`src/rtl/packet_switch_dbg_pkg.sv`:
```
// -----------------------------------------------------------------------------
// packet_switch_dbg_pkg
// Shared constants and types for the packet-switch debug counter bank:
// the CSR word/address widths, the CTRL register address and its action bits,
// and a helper that builds the identification word returned at CTRL_ADDR.
// -----------------------------------------------------------------------------
package packet_switch_dbg_pkg;

   localparam int CSR_DATA_W = 32;
   localparam int CSR_ADDR_W = 8;

   localparam logic [CSR_ADDR_W-1:0] CTRL_ADDR = '0;

   localparam int CTRL_SNAPSHOT_BIT = 0;
   localparam int CTRL_CLEAR_BIT    = 1;

   typedef logic [CSR_DATA_W-1:0] csr_word_t;

   // Identification word read back from CTRL_ADDR: counter count in bits [15:8].
   function automatic csr_word_t id_word(input int num_cntr);
      logic [7:0] n8;
      n8 = 8'(num_cntr);
      return {16'h0000, n8, 8'h00};
   endfunction

endpackage

```
`src/rtl/packet_switch_dbg_cntr.sv`:
```
// -----------------------------------------------------------------------------
// packet_switch_dbg_cntr
// Combinational increment stage for a bank of event counters. Each counter
// advances by one when its enable bit is set and wraps modulo 2^CNTR_WIDTH.
//
// Ports:
//   enable  in  [NUM_CNTR]             per-counter increment request
//   cntr_i  in  [NUM_CNTR][CNTR_WIDTH] current counter values
//   cntr_o  out [NUM_CNTR][CNTR_WIDTH] incremented counter values
// -----------------------------------------------------------------------------
module packet_switch_dbg_cntr
   import packet_switch_dbg_pkg::*;
#(
   parameter int CNTR_WIDTH = 32,
   parameter int NUM_CNTR   = 8
) (
   input  logic [NUM_CNTR-1:0]                 enable,
   input  logic [NUM_CNTR-1:0][CNTR_WIDTH-1:0] cntr_i,
   output logic [NUM_CNTR-1:0][CNTR_WIDTH-1:0] cntr_o
);

   always_comb begin
      for (int i = 0; i < NUM_CNTR; i++) begin
         cntr_o[i] = cntr_i[i] + CNTR_WIDTH'(enable[i]);
      end
   end

endmodule

```
`src/rtl/packet_switch_dbg_cntr_bank.sv`:
```
// -----------------------------------------------------------------------------
// packet_switch_dbg_cntr_bank
// Debug event counter bank for the packet switch. Event strobes are registered,
// then counted into live counters. A CTRL write can copy all live counters
// into a snapshot bank in one cycle and/or clear the live counters without
// losing an event arriving in the same cycle. Snapshot values are read over a
// simple CSR port with a fixed one-cycle read latency.
//
// Ports:
//   clk                in   clock
//   rst_n              in   asynchronous active-low reset
//   evt_i              in   [NUM_CNTR] per-counter event strobes
//   csr_write          in   write strobe
//   csr_read           in   read strobe
//   csr_address        in   [8] word address (0 = CTRL/ID, k = snapshot k-1)
//   csr_writedata      in   [32] write data (CTRL: bit0 SNAPSHOT, bit1 CLEAR)
//   csr_readdata       out  [32] read data, holds when not valid
//   csr_readdatavalid  out  one-cycle pulse qualifying csr_readdata
// -----------------------------------------------------------------------------
module packet_switch_dbg_cntr_bank
   import packet_switch_dbg_pkg::*;
#(
   parameter int CNTR_WIDTH = 32,
   parameter int NUM_CNTR   = 8
) (
   input  logic                  clk,
   input  logic                  rst_n,
   input  logic [NUM_CNTR-1:0]   evt_i,
   input  logic                  csr_write,
   input  logic                  csr_read,
   input  logic [CSR_ADDR_W-1:0] csr_address,
   input  logic [CSR_DATA_W-1:0] csr_writedata,
   output logic [CSR_DATA_W-1:0] csr_readdata,
   output logic                  csr_readdatavalid
);

   if (CNTR_WIDTH < 1 || CNTR_WIDTH > 32) begin : g_bad_width
      $error("packet_switch_dbg_cntr_bank: CNTR_WIDTH must be 1..32");
   end
   if (NUM_CNTR < 1 || NUM_CNTR > 255) begin : g_bad_num
      $error("packet_switch_dbg_cntr_bank: NUM_CNTR must be 1..255");
   end

   logic [NUM_CNTR-1:0]                 evt_q;
   logic [NUM_CNTR-1:0][CNTR_WIDTH-1:0] cntr_q;
   logic [NUM_CNTR-1:0][CNTR_WIDTH-1:0] cntr_d;
   logic [NUM_CNTR-1:0][CNTR_WIDTH-1:0] cntr_inc;
   logic [NUM_CNTR-1:0][CNTR_WIDTH-1:0] snap_q;
   logic [NUM_CNTR-1:0][CNTR_WIDTH-1:0] snap_d;
   csr_word_t                           rdata_q;
   csr_word_t                           rdata_d;
   logic                                rvalid_q;

   logic ctrl_wr;
   logic do_snap;
   logic do_clear;

   // Only bits 0 and 1 of a CTRL write carry meaning.
   logic unused_wdata;
   assign unused_wdata = ^csr_writedata[CSR_DATA_W-1:2];

   assign ctrl_wr  = csr_write && (csr_address == CTRL_ADDR);
   assign do_snap  = ctrl_wr && csr_writedata[CTRL_SNAPSHOT_BIT];
   assign do_clear = ctrl_wr && csr_writedata[CTRL_CLEAR_BIT];

   packet_switch_dbg_cntr #(
      .CNTR_WIDTH (CNTR_WIDTH),
      .NUM_CNTR   (NUM_CNTR)
   ) u_inc (
      .enable (evt_q),
      .cntr_i (cntr_q),
      .cntr_o (cntr_inc)
   );

   // Clear restarts each counter at the event it is counting this cycle, so a
   // clear never drops an event and back-to-back SNAPSHOT|CLEAR intervals sum
   // exactly to the total event count.
   always_comb begin
      cntr_d = cntr_inc;
      if (do_clear) begin
         for (int i = 0; i < NUM_CNTR; i++) begin
            cntr_d[i] = CNTR_WIDTH'(evt_q[i]);
         end
      end
   end

   // Snapshot copies the pre-increment/pre-clear live values of every counter.
   assign snap_d = do_snap ? cntr_q : snap_q;

   // Read mux uses snap_q as registered before this edge, so a snapshot write
   // in the same cycle is not yet visible to the read.
   always_comb begin
      rdata_d = rdata_q;
      if (csr_read) begin
         rdata_d = '0;
         if (csr_address == CTRL_ADDR) begin
            rdata_d = id_word(NUM_CNTR);
         end else begin
            for (int i = 0; i < NUM_CNTR; i++) begin
               if (csr_address == CSR_ADDR_W'(i + 1)) begin
                  rdata_d = csr_word_t'(snap_q[i]);
               end
            end
         end
      end
   end

   always_ff @(posedge clk or negedge rst_n) begin
      if (!rst_n) begin
         evt_q    <= '0;
         cntr_q   <= '0;
         snap_q   <= '0;
         rdata_q  <= '0;
         rvalid_q <= 1'b0;
      end else begin
         evt_q    <= evt_i;
         cntr_q   <= cntr_d;
         snap_q   <= snap_d;
         rdata_q  <= rdata_d;
         rvalid_q <= csr_read;
      end
   end

   assign csr_readdata      = rdata_q;
   assign csr_readdatavalid = rvalid_q;

endmodule

```
`config.mk`:
```
export PLATFORM = sky130hd
export DESIGN_NAME = packet_switch_dbg_cntr_bank
export DESIGN_NICKNAME = d
export VERILOG_FILES = /design/src/rtl/packet_switch_dbg_pkg.sv /design/src/rtl/packet_switch_dbg_cntr.sv /design/src/rtl/packet_switch_dbg_cntr_bank.sv
export SDC_FILE = /design/constraint.sdc
export NUM_CORES = 1
export LEC_CHECK = 0
export CAP_MARGIN = 20
export CORE_MARGIN = 2
export CORE_UTILIZATION = 55
export DETAILED_ROUTE_END_ITERATION = 7
export PLACE_DENSITY = 0.75
export SLEW_MARGIN = 30
export SYNTH_ARGS = -nofsm -noshare
export SYNTH_HDL_FRONTEND = slang
export SYNTH_SLANG_ARGS = --single-unit
```
`constraint.sdc`:
```
create_clock -name clk -period 1.8 [get_ports clk]
set_input_delay 0.27 -clock clk [delete_from_list [all_inputs] [get_ports clk]]
set_output_delay 0.27 -clock clk [all_outputs]
set_load 0.02 [all_outputs]
```
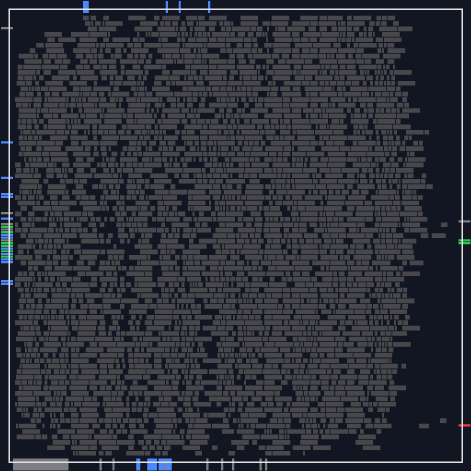
Figure 1: pin placement.
Drawn at 2 px/um. Pins as bars across the die edge, other pins in grey.
[blue] csr_readdata | pins: 32 | direction: output | edge: 13 south, 13 west, 6 north
[green] csr_address | pins: 8 | direction: input | edge: 6 west, 2 east
[red] rst_n | pins: 1 | direction: input | edge: east
all pins by edge: 51 south, 24 west, 6 north, 4 east

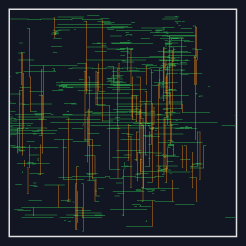
Figure 2: metal layers overlaid.
Drawn at 1 px/um. Two of the layers only.
[orange] metal 4 | wire length: 4,060 um
[green] metal 3 | wire length: 5,700 um

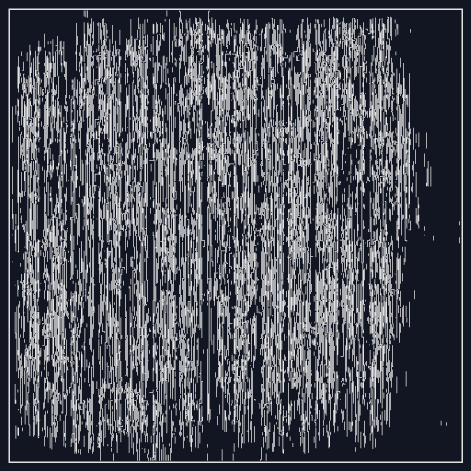
Figure 3: metal 2.
Drawn at 2 px/um.
main direction: vertical
longest straight run: 81.9 um
nets with wire on the layer: 2,675
wire length on this layer: 41.1 mm
share of all routed wire: 49%

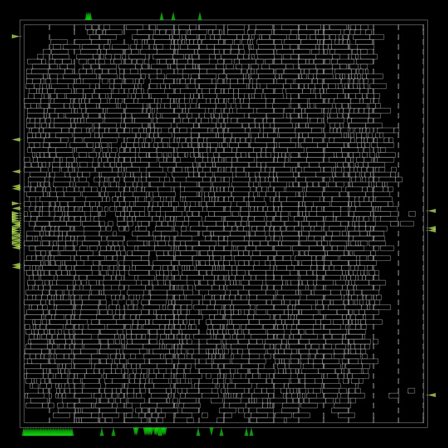
Figure 4: placed standard cells.
Fill cells: 3,007
Finished Layout Cells: 3,606
registers: 553

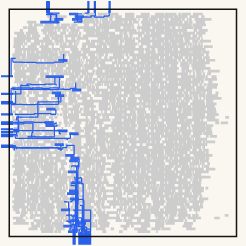
Figure 5: wires at chosen ports, followed through buffers.
Drawn at 1 px/um.
[blue] csr_readdata | bits: 32 | direction: output | end cells: 32 | wire: 1,880 um

==> results_slide.txt <==
Run Summary

Layout
  • Number of nets in the layout: a little under 3,000
  • Multi-input logic area: 14,100 um2
  • Comb_multi_in: roughly 1,700
  • Ant. Diodes: 0
  • Sequential share of cell area: between 30% and 40%
  • Most frequently placed logic cell in the final layout: sky130_fd_sc_hd__dfrtp_1
  • Largest cell class by area: logic gates
  • Non-clk buf share: 14.4%

Floorplanning
  • Horiz. Die Dim: 226 um
  • Number of ports placed on the die boundary: 85
  • Area of the die: 50,900 um2

Final timing
  • Achievable frequency: 485 MHz
  • Sum of negative setup slack: -7.20 ns
  • Actual slew at the worst max-slew pin: 0.746 ns
  • Final setup fails: 99
  • Final Worst Setup Slack: -0.260 ns
  • Share of the clock period used by the worst path after layout: 114%
  • Unrepaired setup endpoints after global routing: true
  • Max transition margin: 50.3%

Global route
  • Met3 Track Usage GR: 5.00%
  • Number of global-route vias before repair: ~22,000
  • Initial antenna violation count: 1
  • Tot GR Track Use: 31.6%
  • Grt met1 use: 41.5%

Logic synthesis
  • Simple Share, Synth: 17.0%
  • Top cell type by total area after synthesis: sky130_fd_sc_hd__dfrtp_1
  • Area fraction in mux cells: about 14%
  • Top-count cell post-synth: sky130_fd_sc_hd__dfrtp_1
  • Seq cells post-synth: 553
  • Compound-cell area share of the yosys netlist: between 10% and 20%
  • Synthesized cell area: 27,000 um2
  • Xor/xnor share: 2.88%

Critical path
  • Depth of the critical timing path with buffers and inverters included: 5
  • Worst Path Required: around 2.3 ns
  • Startpoint type of the worst setup path: register
  • Worst flop-to-flop path startpoint: evt_q[0]$_DFF_PN0_
  • CP Data Arrival Time: 2.60 ns

Drt
  • Wire length on met3: 5700 um
  • Uppermost routed layer: met5
  • DR WL/cell: 23.4 um
  • Count of nets left with antenna violations after detail routing: 0
  • Total length of routed met2 wires: 41,100 um

Power
  • Static leakage: 16.1 nW
  • Switching power of the nets: 0.0154 W
  • Fraction of power consumed by sequential logic: 38.1%
  • Power, Total: 0.0438 W
  • Internal power: ~0.028 W
  • Total clock network power: roughly 0.012 W

Clock tree
  • Clk Tree Root Cell: sky130_fd_sc_hd__clkbuf_16
  • Buffers from clock root to sink, at most: 3
  • Clock insertion delay at the later pin of the skew report: 0.63 ns
  • TritonCTS clock tree: done
  • H-Tree Depth: 2

Run status
  • Violated checks: setup timing
  • Run status: finished with violations

Placement
  • Area after detailed placement: 31,200 um2
  • Setup slack at placement: -1.31 ns

Hold path
  • End point of the worst hold path: evt_q[5]$_DFF_PN0_
  • Cell depth of the worst min-delay path: 1
  • Hold WC Path Type: in2reg

Flow run
  • Number of warning messages in the logs: 59
Power and IR drop assume default switching activity.
